File: src/rtl/mem_wb_hilo.sv
// MEM/WB pipeline register and architectural HI/LO register file.
// Latency: mem_* at cycle N drive wb_* at N+1; HI/LO commit at the end of N+1, bypassed to hi_o/lo_o during N+1.
// Backpressure: stall_wb holds the stage and defers any commit; stall_mem without stall_wb inserts a bubble.
//
// Ports:
//   clk, rst                         clock, synchronous active-high reset
//   mem_wreg/wd/wdata                GPR write bundle from MEM
//   mem_whilo/hi/lo                  HI/LO write bundle from MEM
//   stall_mem, stall_wb, flush       pipeline control
//   wb_wreg/wd/wdata                 GPR write port to the regfile
//   wb_whilo                         HI/LO write pending in WB
//   hi_o, lo_o                       HI/LO with the WB stage bypassed, for MFHI/MFLO in EX
//   gpr_wr_cnt, hilo_wr_cnt          retire counters, present only with `define WB_PERF_CNT_EN
module mem_wb_hilo #(
  parameter int DATA_W = 32,
  parameter int ADDR_W = 5,
  parameter int CNT_W  = 32
) (
  input  logic              clk,
  input  logic              rst,
  input  logic              mem_wreg,
  input  logic [ADDR_W-1:0] mem_wd,
  input  logic [DATA_W-1:0] mem_wdata,
  input  logic              mem_whilo,
  input  logic [DATA_W-1:0] mem_hi,
  input  logic [DATA_W-1:0] mem_lo,
  input  logic              stall_mem,
  input  logic              stall_wb,
  input  logic              flush,
  output logic              wb_wreg,
  output logic [ADDR_W-1:0] wb_wd,
  output logic [DATA_W-1:0] wb_wdata,
  output logic              wb_whilo,
  output logic [DATA_W-1:0] hi_o,
  output logic [DATA_W-1:0] lo_o
`ifdef WB_PERF_CNT_EN
  ,
  output logic [CNT_W-1:0]  gpr_wr_cnt,
  output logic [CNT_W-1:0]  hilo_wr_cnt
`endif
);

  typedef struct packed {
    logic              wreg;
    logic [ADDR_W-1:0] wd;
    logic [DATA_W-1:0] wdata;
    logic              whilo;
    logic [DATA_W-1:0] hi;
    logic [DATA_W-1:0] lo;
  } stage_t;

  stage_t            stage;
  stage_t            mem_bundle;
  logic [DATA_W-1:0] arch_hi;
  logic [DATA_W-1:0] arch_lo;

  // Whatever sits in WB retires at this edge unless WB itself is stalled.
  logic retire;
  assign retire = !stall_wb;

  always_comb begin
    mem_bundle       = '0;
    mem_bundle.wreg  = mem_wreg;
    mem_bundle.wd    = mem_wd;
    mem_bundle.wdata = mem_wdata;
    mem_bundle.whilo = mem_whilo;
    mem_bundle.hi    = mem_hi;
    mem_bundle.lo    = mem_lo;
  end

  // Stage register. A stalled MEM with a free WB must not let its
  // instruction advance, so WB receives a bubble instead.
  always_ff @(posedge clk) begin
    if (rst) begin
      stage <= '0;
    end else if (flush || (stall_mem && !stall_wb)) begin
      stage <= '0;
    end else if (!stall_wb) begin
      stage <= mem_bundle;
    end
  end

  // Architectural HI/LO. The commit uses the stage contents present at this
  // edge, so a flush still lets an instruction already in WB complete.
  always_ff @(posedge clk) begin
    if (rst) begin
      arch_hi <= '0;
      arch_lo <= '0;
    end else if (stage.whilo && retire) begin
      arch_hi <= stage.hi;
      arch_lo <= stage.lo;
    end
  end

  assign wb_wreg  = stage.wreg;
  assign wb_wd    = stage.wd;
  assign wb_wdata = stage.wdata;
  assign wb_whilo = stage.whilo;

  // Only the WB stage is forwarded here; younger producers are handled in EX.
  assign hi_o = stage.whilo ? stage.hi : arch_hi;
  assign lo_o = stage.whilo ? stage.lo : arch_lo;

`ifdef WB_PERF_CNT_EN
  // Counters wrap naturally; flush does not touch them.
  always_ff @(posedge clk) begin
    if (rst) begin
      gpr_wr_cnt  <= '0;
      hilo_wr_cnt <= '0;
    end else begin
      if (stage.wreg && retire) gpr_wr_cnt <= gpr_wr_cnt + 1'b1;
      if (stage.whilo && retire) hilo_wr_cnt <= hilo_wr_cnt + 1'b1;
    end
  end
`endif

endmodule
File: config.mk
export PLATFORM = sky130hd
export DESIGN_NAME = mem_wb_hilo
export DESIGN_NICKNAME = d
export VERILOG_FILES = /design/src/rtl/mem_wb_hilo.sv
export SDC_FILE = /design/constraint.sdc
export NUM_CORES = 1
export LEC_CHECK = 0
export CAP_MARGIN = 20
export CORE_AREA = 4 4 153 155
export CTS_CLUSTER_DIAMETER = 150
export CTS_CLUSTER_SIZE = 20
export DETAILED_ROUTE_END_ITERATION = 7
export DIE_AREA = 0 0 157 159
export PLACE_DENSITY = 0.62
export SKIP_CTS_REPAIR_TIMING = 1
export SLEW_MARGIN = 10
export SYNTH_ARGS = -nofsm -noshare
export SYNTH_HDL_FRONTEND = slang
export SYNTH_SLANG_ARGS = --single-unit
export TNS_END_PERCENT = 50
File: constraint.sdc
create_clock -name clk -period 1.6 [get_ports clk]
set_clock_uncertainty 0.1 [all_clocks]
set_input_delay 0.32 -clock clk [delete_from_list [all_inputs] [get_ports clk]]
set_output_delay 0.32 -clock clk [all_outputs]
set_load 0.02 [all_outputs]
==> results_slide.txt <==
Synthesis and Place & Route Summary

Status
  • Result of the run: complete, but fails checks
  • Violations in the final reports: setup timing

Critical path
  • Timing endpoint of the critical path: lo_o[8]
  • CP cell instances: buf_4 -> mux2_2 -> dlymetal6s2s_1
  • Reg-to-reg critical path endpoint: arch_hi[27]
  • Data required, critical path: 1180 ps
  • Worst Reg-to-Reg Cells: 6
  • Setup slack of the worst register-to-register path: approximately 40 ps

Logic synthesis
  • Chip area in the Yosys report: between 0.007 and 0.008 mm^2
  • Main synth FF type: sky130_fd_sc_hd__dfxtp_1
  • Cells in synth_stat.txt: 846
  • Distinct lib cells: 14
  • AND/OR/NAND/NOR Cells, Area Fraction: 23.0%
  • Arithmetic-cell share of the synthesized area counting full adders, half adders and majority gates: 0%
  • Number of nets in the synthesized netlist: 954
  • Top cells by count, synth: 167 x sky130_fd_sc_hd__a21oi_1, 167 x sky130_fd_sc_hd__dfxtp_1, 128 x sky130_fd_sc_hd__nand2_1
  • Largest area contributor in the synthesized netlist: sky130_fd_sc_hd__dfxtp_1

Route
  • Highest routed layer: met4
  • Wire length reported by the detailed router: 20.7 mm
  • Antenna-violating nets left: 0
  • Initial DRT Pass Iterations: 4
  • Detailed Route Iter0 Violations: 215
  • Total number of vias: 6191
  • Mean routed wirelength per cell: 16.0 um

Placed design
  • Detailed placement HPWL: approximately 13 mm
  • Placed cells: between 1000 and 1500
  • Total placed instance area: 0.00945 mm^2
  • Final Wtd Congestion: 0.752

Layout
  • Signal buffers share of area: 24.4%
  • Most numerous logic cell after layout: sky130_fd_sc_hd__dfxtp_1
  • Number of flip-flops in the largest register: ~64
  • # nets final: 1106
  • Most used cells in the layout excluding fill and tap cells: 166 x sky130_fd_sc_hd__dfxtp_1, 151 x sky130_fd_sc_hd__a21oi_1, 128 x sky130_fd_sc_hd__nand2_1
  • Biggest Area Class: logic gates
  • Design Area, Final: 0.0101 mm^2
  • Clock buffer cells: 18
  • Final cell count without fillers: roughly 1300
  • Non-clk bufs: around 240
  • Combinational gate count: 568

Timing
  • Min setup slack post-route: -398 ps
  • Count of pins over their slew limit: 0
  • Final hold violation count: 0
  • RSZ-0062 raised after global routing: true
  • Setup Viol. Count Final: 64
  • Max frequency: 500 MHz
  • Max-Slew Margin vs Limit: 75.4%

Pwr
  • Power consumed by sequential cells: 4.24 mW
  • Main power-consuming group: sequential cells
  • Combinational power share: 9.0%
  • Switching power: 2.24 mW
  • Comb group: between 0.8 and 0.9 mW
  • Power density cells: 917 mW/mm^2
  • Cell-internal power: 7.05 mW
  • Leakage power of the design: 4.42 nW

Global route
  • Number of global-route vias before repair: 6070
  • Pin count of the biggest net entering global routing: between 80 and 90
  • Overflow left after global routing: 0
  • Wire length of the first global-routing pass: ~33 mm
  • Met1 routing resource usage after global routing: 20.9%
  • Busiest metal layer after global routing: met2
  • Met3 track demand over resource in global routing: 5.19%

Floorplanning
  • Area of the core region: 0.0218 mm^2
  • Die Wd: about 160 um
  • Die height: around 160 um
  • Pre-Place Util: 33.0%

Clocking
  • Clk sinks: 167
  • Clock transition at the registers of the reported paths: about 70 ps
  • Number of buffers created by CTS: 17

Flow run
  • Max-capacitance violation count: 0

Min path
  • Hold path depth: 3
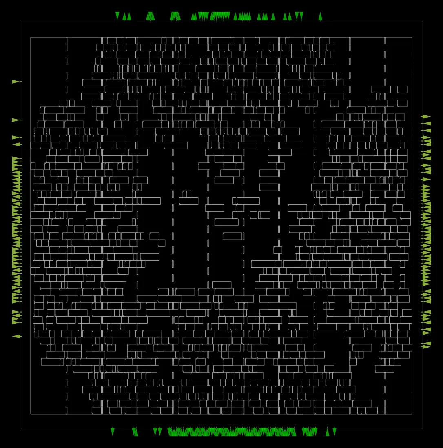
*Placement view*
tally of filler cells in the layout: 2144
sequential share of cell area: 33.1%
number of flip-flops and latches: 167

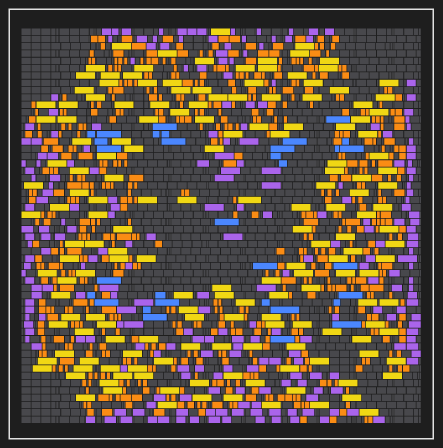
*Placement by cell class*
Fill, decap, tap and diode cells in gray.
Yellow stands for sequential cells, cells 167. Orange stands for combinational and other logic, cells 568. Blue stands for clock drivers and dummy loads, cells 32. Purple stands for remaining buffers and delay cells, cells 244.

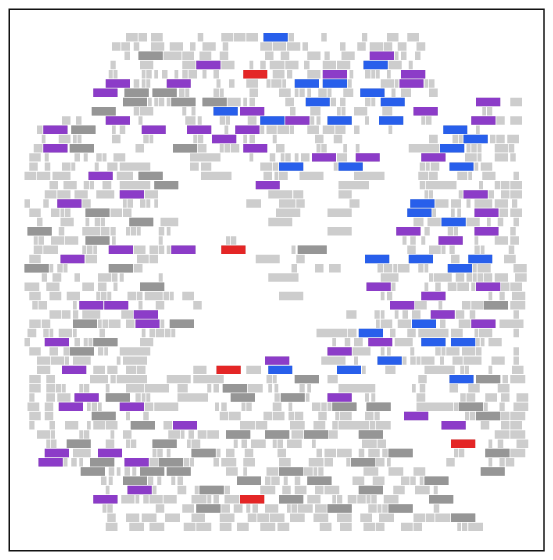
*Sequential cells colored by netlist name*
Other sequential cells in the stronger gray, the rest of the logic in the fainter gray.
Purple stands for stage, sequential cells 64, where widely spread. Blue stands for arch_hi, sequential cells 32. Red stands for wb_wd, sequential cells 5.

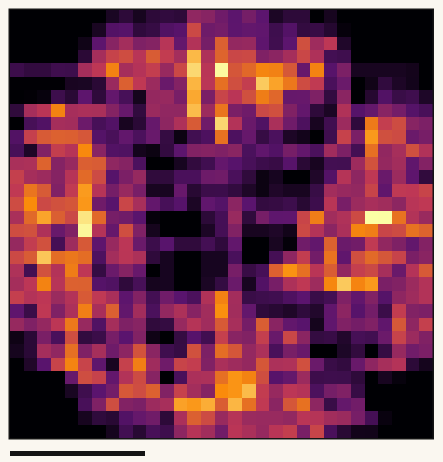
*Wiring heat map*
Scale bar: 50 um. 31 x 32 tiles, from black (low) to pale yellow (high), scaled to the fullest tile. Values are wire area over tile area, all layers added.
The mean over all tiles is 0.13. The fullest tile reaches 0.43. The emptiest ninth of the die: center. 21% of the tiles are over half the peak.

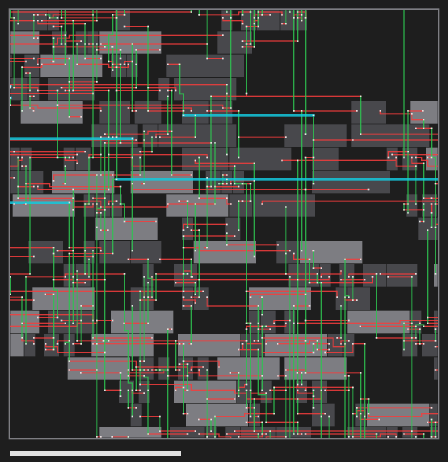
*Zoomed window*
Scale bar: 20 um. Region (14, 15) to (64, 65) um. Cells in gray, sequential cells in the stronger gray; small squares are vias.
Red stands for metal 1. Green stands for metal 2. Cyan stands for metal 3.
Most frequent: a21oi_1 (26), nand2_1 (25), dfxtp_1 (23). Sequential cells in the window: 23. Netlist names of flops here include arch_lo (12), stage (8), wb_wdata (3). 125 logic cells have their middle in the window.

No activity file was given, so power comes from the tool's default toggle rates.
